### src/rtl/definitions.svh
// Shared bus widths for the RAM subsystem.
`ifndef DEFINITIONS_SVH
`define DEFINITIONS_SVH
`define BYTE 8
`define NBITS 8
`endif

### src/rtl/ram_arb_pkg.sv
// Types, defaults and helpers shared by the RAM arbiter and its bus.
package ram_arb_pkg;

`include "definitions.svh"

    localparam int unsigned BYTE  = `BYTE;
    localparam int unsigned NBITS = `NBITS;

    localparam int unsigned NREQ_DEF      = 2;
    localparam int unsigned MAX_BURST_DEF = 4;

    typedef enum logic {
        ARB    = 1'b0,
        LOCKED = 1'b1
    } arb_state_t;

    // Next requester index with wrap-around at n.
    function automatic int unsigned wrap_inc(input int unsigned idx, input int unsigned n);
        return (idx + 1 >= n) ? 0 : idx + 1;
    endfunction

endpackage

### src/rtl/ram_bus.sv
// Single-port RAM connection: one address/data/we per cycle, registered read data.
interface ram_bus;
    import ram_arb_pkg::*;

    logic [NBITS-1:0] addr;
    logic [BYTE-1:0]  data;
    logic             we;
    logic [BYTE-1:0]  q;

    modport master (
        output addr,
        output data,
        output we,
        input  q
    );

    modport slave (
        input  addr,
        input  data,
        input  we,
        output q
    );

endinterface

### src/rtl/rr_picker.sv
// Round-robin pick: rotate requests so rr_ptr lands at bit 0, take the lowest set bit,
// then rotate the winner index back.
module rr_picker #(
    parameter int unsigned NREQ = 2,
    parameter int unsigned PW   = 1
) (
    input  logic [NREQ-1:0] req,
    input  logic [PW-1:0]   rr_ptr,
    output logic [NREQ-1:0] gnt,
    output logic [PW-1:0]   idx
);

    logic [2*NREQ-1:0] dbl;
    logic [NREQ-1:0]   rot;
    logic              hit;
    int unsigned       pos;
    int unsigned       sum;

    assign dbl = {req, req};

    always_comb begin
        rot = '0;
        hit = 1'b0;
        pos = 0;
        for (int i = 0; i < int'(NREQ); i++) begin
            rot[i] = dbl[32'(rr_ptr) + i];
        end
        // Descending scan leaves the lowest set position in pos.
        for (int i = int'(NREQ) - 1; i >= 0; i--) begin
            if (rot[i]) begin
                hit = 1'b1;
                pos = i;
            end
        end
        sum = 32'(rr_ptr) + pos;
        if (sum >= NREQ) begin
            sum = sum - NREQ;
        end
        idx = PW'(sum);
        gnt = '0;
        if (hit) begin
            gnt[idx] = 1'b1;
        end
    end

endmodule

### src/rtl/ram_arbiter.sv
// Round-robin arbiter sharing one single-port RAM between NREQ requesters,
// with capped locked bursts and requester-tagged read data.
module ram_arbiter
    import ram_arb_pkg::*;
#(
    parameter int unsigned NREQ      = NREQ_DEF,
    parameter int unsigned MAX_BURST = MAX_BURST_DEF
) (
    input  logic                  clk,
    input  logic                  rst_n,
    input  logic [NREQ-1:0]       req,
    input  logic [NREQ-1:0]       lock,
    input  logic [NREQ-1:0]       we,
    input  logic [NREQ*NBITS-1:0] addr,
    input  logic [NREQ*BYTE-1:0]  wdata,
    output logic [NREQ-1:0]       gnt,
    output logic [NREQ-1:0]       rvalid,
    output logic [BYTE-1:0]       rdata,
    ram_bus.master                bus
);

    localparam int unsigned PW = $clog2(NREQ);
    localparam int unsigned BW = $clog2(MAX_BURST + 1);

    localparam logic [BW-1:0] BURST_ONE  = BW'(1);
    localparam logic [BW-1:0] BURST_LAST = BW'(MAX_BURST - 1);

    arb_state_t      state_q;
    arb_state_t      state_d;
    logic [PW-1:0]   rr_ptr_q;
    logic [PW-1:0]   rr_ptr_d;
    logic [PW-1:0]   owner_q;
    logic [PW-1:0]   owner_d;
    logic [BW-1:0]   burst_q;
    logic [BW-1:0]   burst_d;
    logic [NREQ-1:0] rvalid_q;

    logic [NREQ-1:0] pick_gnt;
    logic [PW-1:0]   pick_idx;
    logic [PW-1:0]   g;
    logic [PW-1:0]   sel;
    logic            granted;

    rr_picker #(
        .NREQ (NREQ),
        .PW   (PW)
    ) u_picker (
        .req    (req),
        .rr_ptr (rr_ptr_q),
        .gnt    (pick_gnt),
        .idx    (pick_idx)
    );

    always_comb begin
        gnt = '0;
        g   = '0;
        if (rst_n) begin
            if (state_q == ARB) begin
                gnt = pick_gnt;
                g   = pick_idx;
            end else begin
                g = owner_q;
                if (req[owner_q]) begin
                    gnt[owner_q] = 1'b1;
                end
            end
        end
    end

    assign granted = |gnt;
    assign sel     = granted ? g : '0;

    assign bus.addr = addr[32'(sel) * NBITS +: NBITS];
    assign bus.data = wdata[32'(sel) * BYTE +: BYTE];
    assign bus.we   = we[sel] & granted;

    assign rdata  = bus.q;
    // A read result due during reset is dropped.
    assign rvalid = rvalid_q & {NREQ{rst_n}};

    always_comb begin
        state_d  = state_q;
        rr_ptr_d = rr_ptr_q;
        owner_d  = owner_q;
        burst_d  = burst_q;
        case (state_q)
            ARB: begin
                if (granted) begin
                    if (lock[g] && (MAX_BURST > 1)) begin
                        state_d = LOCKED;
                        owner_d = g;
                        burst_d = BURST_ONE;
                    end else begin
                        rr_ptr_d = PW'(wrap_inc(32'(g), NREQ));
                    end
                end
            end
            LOCKED: begin
                // The grant that reaches the cap is still served, then priority moves on.
                if (granted && lock[owner_q] && (burst_q < BURST_LAST)) begin
                    burst_d = burst_q + BURST_ONE;
                end else begin
                    state_d  = ARB;
                    rr_ptr_d = PW'(wrap_inc(32'(owner_q), NREQ));
                    burst_d  = '0;
                end
            end
            default: begin
                state_d = ARB;
            end
        endcase
    end

    always_ff @(posedge clk) begin
        if (!rst_n) begin
            state_q  <= ARB;
            rr_ptr_q <= '0;
            owner_q  <= '0;
            burst_q  <= '0;
            rvalid_q <= '0;
        end else begin
            state_q  <= state_d;
            rr_ptr_q <= rr_ptr_d;
            owner_q  <= owner_d;
            burst_q  <= burst_d;
            rvalid_q <= gnt & ~we;
        end
    end

endmodule
### src/flat_wrapper.sv
// flat-port wrapper written by rule: the top's interface ports become plain ports
module ram_arbiter_flat import ram_arb_pkg::*;
#(
    parameter int unsigned NREQ      = NREQ_DEF,
    parameter int unsigned MAX_BURST = MAX_BURST_DEF
)
  (clk, rst_n, req, lock, we, addr, wdata, gnt, rvalid, rdata, bus_addr, bus_data, bus_we, bus_q);
  ram_bus bus_i ();
  input  logic clk;
  input  logic rst_n;
  input  logic [NREQ-1:0] req;
  input  logic [NREQ-1:0] lock;
  input  logic [NREQ-1:0] we;
  input  logic [NREQ*NBITS-1:0] addr;
  input  logic [NREQ*BYTE-1:0] wdata;
  output logic [NREQ-1:0] gnt;
  output logic [NREQ-1:0] rvalid;
  output logic [BYTE-1:0] rdata;
  output wire logic [$bits(bus_i.addr)-1:0] bus_addr;
  output wire logic [$bits(bus_i.data)-1:0] bus_data;
  output wire logic [$bits(bus_i.we)-1:0] bus_we;
  input wire logic [$bits(bus_i.q)-1:0] bus_q;
  assign bus_addr = bus_i.addr;
  assign bus_data = bus_i.data;
  assign bus_we = bus_i.we;
  assign bus_i.q = bus_q;
  ram_arbiter #(.NREQ(NREQ), .MAX_BURST(MAX_BURST)) u_core (.clk(clk), .rst_n(rst_n), .req(req), .lock(lock), .we(we), .addr(addr), .wdata(wdata), .gnt(gnt), .rvalid(rvalid), .rdata(rdata), .bus(bus_i));
endmodule
### config.mk
export PLATFORM = sky130hd
export DESIGN_NAME = ram_arbiter_flat
export DESIGN_NICKNAME = d
export VERILOG_FILES = /design/src/rtl/ram_arb_pkg.sv /design/src/rtl/ram_bus.sv /design/src/rtl/rr_picker.sv /design/src/rtl/ram_arbiter.sv /design/src/flat_wrapper.sv
export VERILOG_INCLUDE_DIRS = /design/src /design/src/rtl
export SDC_FILE = /design/constraint.sdc
export NUM_CORES = 1
export LEC_CHECK = 0
export CORE_UTILIZATION = 31
export DETAILED_ROUTE_END_ITERATION = 10
export PLACE_DENSITY = 0.92
export SLEW_MARGIN = 20
export SYNTH_ARGS = -nofsm -noshare
export SYNTH_HDL_FRONTEND = slang
export SYNTH_SLANG_ARGS = --single-unit
### constraint.sdc
create_clock -name clk -period 2.4 [get_ports clk]
set_input_delay 0.48 -clock clk [delete_from_list [all_inputs] [get_ports clk]]
set_output_delay 0.48 -clock clk [all_outputs]
set_load 0.01 [all_outputs]
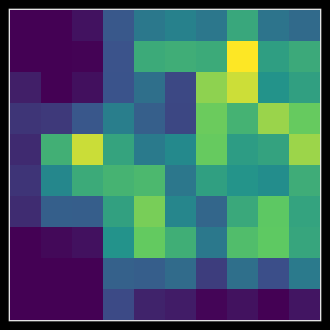
*Wiring heat map, run 1*
Drawn at 6 px/um. 10 x 10 tiles, from dark purple (low) to yellow (high), scaled to the fullest tile. Values are wire area over tile area, all layers added.
The mean over all tiles is 0.19. 39% of the tiles are over half the peak. 15% of the tiles are nearly empty.
post-DR wirelength/cell: 14.2 um
total global-route track usage: 21.5%
total length of routed wires: 3160 um
Via Count: 1101

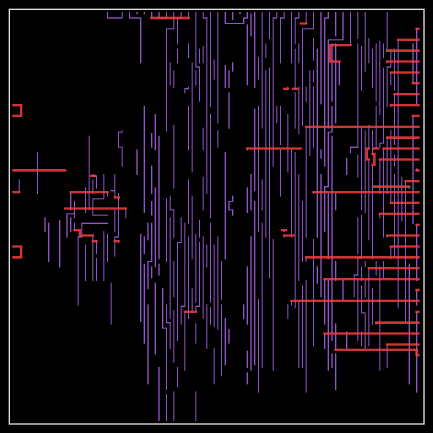
*Metal layers overlaid, run 1*
Drawn at 8 px/um. Two of the layers only.
M2: shown in purple, wire length 1690 um. M3: shown in red, wire length 219 um.

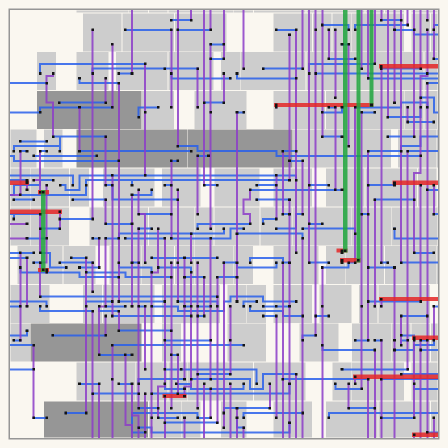
*Zoomed window, run 1*
Window x 11 to 41, y 11 to 41 um. Cells in grey, sequential cells in the stronger grey; small squares are vias.
M3: shown in red. M4: shown in green. M1: shown in blue. M2: shown in purple.
93 logic cells have their middle in the window. Most frequent: nand2_1 (16), clkdlybuf4s50_1 (15), buf_4 (12). Sequential cells in the window: 5. Netlist names of flops here include u_core.rvalid_q (2).

==> run_summary.xml, run 1 <==
<?xml version="1.0" encoding="UTF-8"?>
<metrics>
  <group name="global_route">
    <metric name="grt_antenna_before_repair" unit="">0</metric>
    <metric name="grt_max_degree" unit="">9</metric>
    <metric name="grt_pass1_vias" unit="">1043</metric>
  </group>
  <group name="setup_path">
    <metric name="number_of_logic_stages_on_the_critical_path_including_buffering" unit="">9</metric>
    <metric name="dominant_delay_contributor_by_cell_family_on_the_critical_path" unit="">buffers and inverters</metric>
    <metric name="critical_path_start_type" unit="">input port</metric>
    <metric name="critPathCapture" unit="">bus_addr[6]</metric>
    <metric name="r2r_setup_slack" unit="ns">0.68</metric>
    <metric name="r2r_cells" unit="">7</metric>
  </group>
  <group name="sta">
    <metric name="worst_slew_pin_slew" unit="ns">0.337</metric>
    <metric name="timing.setup.tns" unit="ns">0</metric>
    <metric name="maxSlewViolCount" unit="">0</metric>
    <metric name="worst_slack" unit="ns">0.0380</metric>
  </group>
  <group name="layout">
    <metric name="design.final.nets" unit="">246</metric>
    <metric name="fillCellCount" unit="">157</metric>
    <metric name="logic_area" unit="sq um">531</metric>
    <metric name="sh_seq_area" unit="%">10.3</metric>
    <metric name="nonClockInverterCount" unit="">5</metric>
    <metric name="multiInputCombCellCount" unit="">96</metric>
    <metric name="n_clock_buffer" unit="">3</metric>
    <metric name="mostFrequentLayoutCell" unit="">sky130_fd_sc_hd__nand2_1</metric>
    <metric name="area_growth_syn_to_layout" unit="%">107</metric>
  </group>
  <group name="route">
    <metric name="drt-vias-per-instance" unit="">4.94</metric>
    <metric name="routed-wl-met3" unit="um">218</metric>
    <metric name="met2_wirelength" unit="um">1690</metric>
    <metric name="top_layer" unit="">met4</metric>
  </group>
  <group name="synth">
    <metric name="post_synth_xor_area_fraction" unit="%">0</metric>
    <metric name="avg_inst_size_synth" unit="sq um">6.42</metric>
    <metric name="syn_nets" unit="">168</metric>
    <metric name="synth.yosys.chip_area" unit="sq um">764</metric>
    <metric name="synth-warning-count" unit="">0</metric>
  </group>
  <group name="cts">
    <metric name="cts_tree" unit="">done</metric>
    <metric name="clock-root-buffer" unit="">sky130_fd_sc_hd__clkbuf_4</metric>
    <metric name="postCtsResizedCells" unit="">12</metric>
    <metric name="clock_tree.buffer_depth" unit="">2</metric>
  </group>
  <group name="power_and_ir_drop">
    <metric name="pwr.group.combinational" unit="mW">0.324</metric>
    <metric name="combinational_share_of_power" unit="%">55.8</metric>
  </group>
  <group name="outcome">
    <metric name="outcome" unit="">complete, no violations</metric>
  </group>
  <group name="run">
    <metric name="timing.max_cap.violations" unit="">0</metric>
    <metric name="stage_log_warnings" unit="">26</metric>
  </group>
  <group name="floorplanning">
    <metric name="chipWidth" unit="um">51.7</metric>
    <metric name="boundaryPins" unit="">77</metric>
    <metric name="die_area" unit="sq mm">0.00267</metric>
  </group>
  <group name="placed_design">
    <metric name="post_dp_cell_area" unit="sq mm">0.00141</metric>
    <metric name="placedCellCount" unit="">207</metric>
  </group>
  <group name="hold_path">
    <metric name="hold_path_startpoint" unit="">u_core.burst_q[2]</metric>
  </group>
</metrics>
==> run 2: changes to the inputs <==
ABC_AREA = 1   (was not set)
CORE_UTILIZATION = 34   (was 31)
PLACE_DENSITY = 0.93   (was 0.92)
SYNTH_HIERARCHICAL = 1   (was not set)
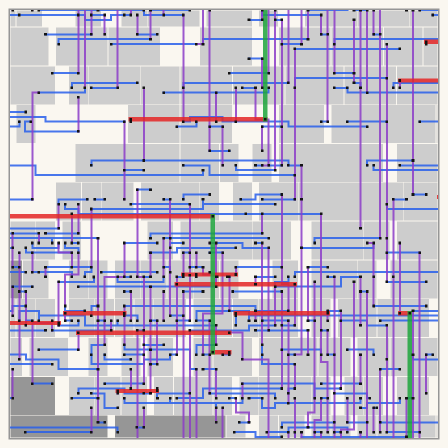
*Zoomed window, run 2*
Window x 12 to 42, y 12 to 42 um. Cells in grey, sequential cells in the stronger grey; small squares are vias.

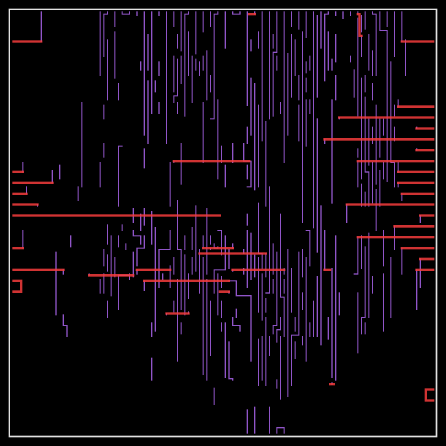
*Metal layers overlaid, run 2*
Drawn at 8 px/um. Two of the layers only.
M3: shown in red, wire length 204 um. M2: shown in purple, wire length 1360 um.
total length of routed wires: 2810 um
total global-route track usage: 19.0%
post-DR wirelength/cell: 11.5 um
Via Count: 1164

==> run_summary.xml, run 2 <==
<?xml version="1.0" encoding="UTF-8"?>
<metrics>
  <group name="outcome">
    <metric name="outcome" unit="">complete, no violations</metric>
  </group>
  <group name="layout">
    <metric name="multiInputCombCellCount" unit="">109</metric>
    <metric name="area_growth_syn_to_layout" unit="%">83.9</metric>
    <metric name="mostFrequentLayoutCell" unit="">sky130_fd_sc_hd__nand2_1</metric>
    <metric name="sh_seq_area" unit="%">9.99</metric>
    <metric name="design.final.nets" unit="">266</metric>
    <metric name="fillCellCount" unit="">211</metric>
  </group>
  <group name="placed_design">
    <metric name="post_dp_cell_area" unit="sq mm">0.00158</metric>
    <metric name="placedCellCount" unit="">237</metric>
  </group>
  <group name="run">
    <metric name="timing.max_cap.violations" unit="">0</metric>
    <metric name="stage_log_warnings" unit="">26</metric>
  </group>
  <group name="synth">
    <metric name="synth-warning-count" unit="">6</metric>
    <metric name="avg_inst_size_synth" unit="sq um">6.15</metric>
  </group>
  <group name="setup_path">
    <metric name="number_of_logic_stages_on_the_critical_path_including_buffering" unit="">14</metric>
    <metric name="critical_path_start_type" unit="">input port</metric>
    <metric name="dominant_delay_contributor_by_cell_family_on_the_critical_path" unit="">buffers and inverters</metric>
    <metric name="critPathCapture" unit="">bus_addr[1]</metric>
    <metric name="r2r_cells" unit="">13</metric>
    <metric name="r2r_setup_slack" unit="ns">0.72</metric>
  </group>
  <group name="floorplanning">
    <metric name="boundaryPins" unit="">77</metric>
    <metric name="chipWidth" unit="um">53.2</metric>
  </group>
  <group name="route">
    <metric name="met2_wirelength" unit="um">1360</metric>
    <metric name="routed-wl-met3" unit="um">204</metric>
    <metric name="top_layer" unit="">met4</metric>
  </group>
  <group name="sta">
    <metric name="worst_slew_pin_slew" unit="ns">0.204</metric>
    <metric name="maxSlewViolCount" unit="">0</metric>
    <metric name="worst_slack" unit="ns">0.131</metric>
  </group>
  <group name="global_route">
    <metric name="grt_antenna_before_repair" unit="">0</metric>
  </group>
  <group name="cts">
    <metric name="clock-root-buffer" unit="">sky130_fd_sc_hd__clkbuf_4</metric>
    <metric name="postCtsResizedCells" unit="">28</metric>
  </group>
  <group name="power_and_ir_drop">
    <metric name="pwr.group.combinational" unit="mW">0.492</metric>
  </group>
</metrics>
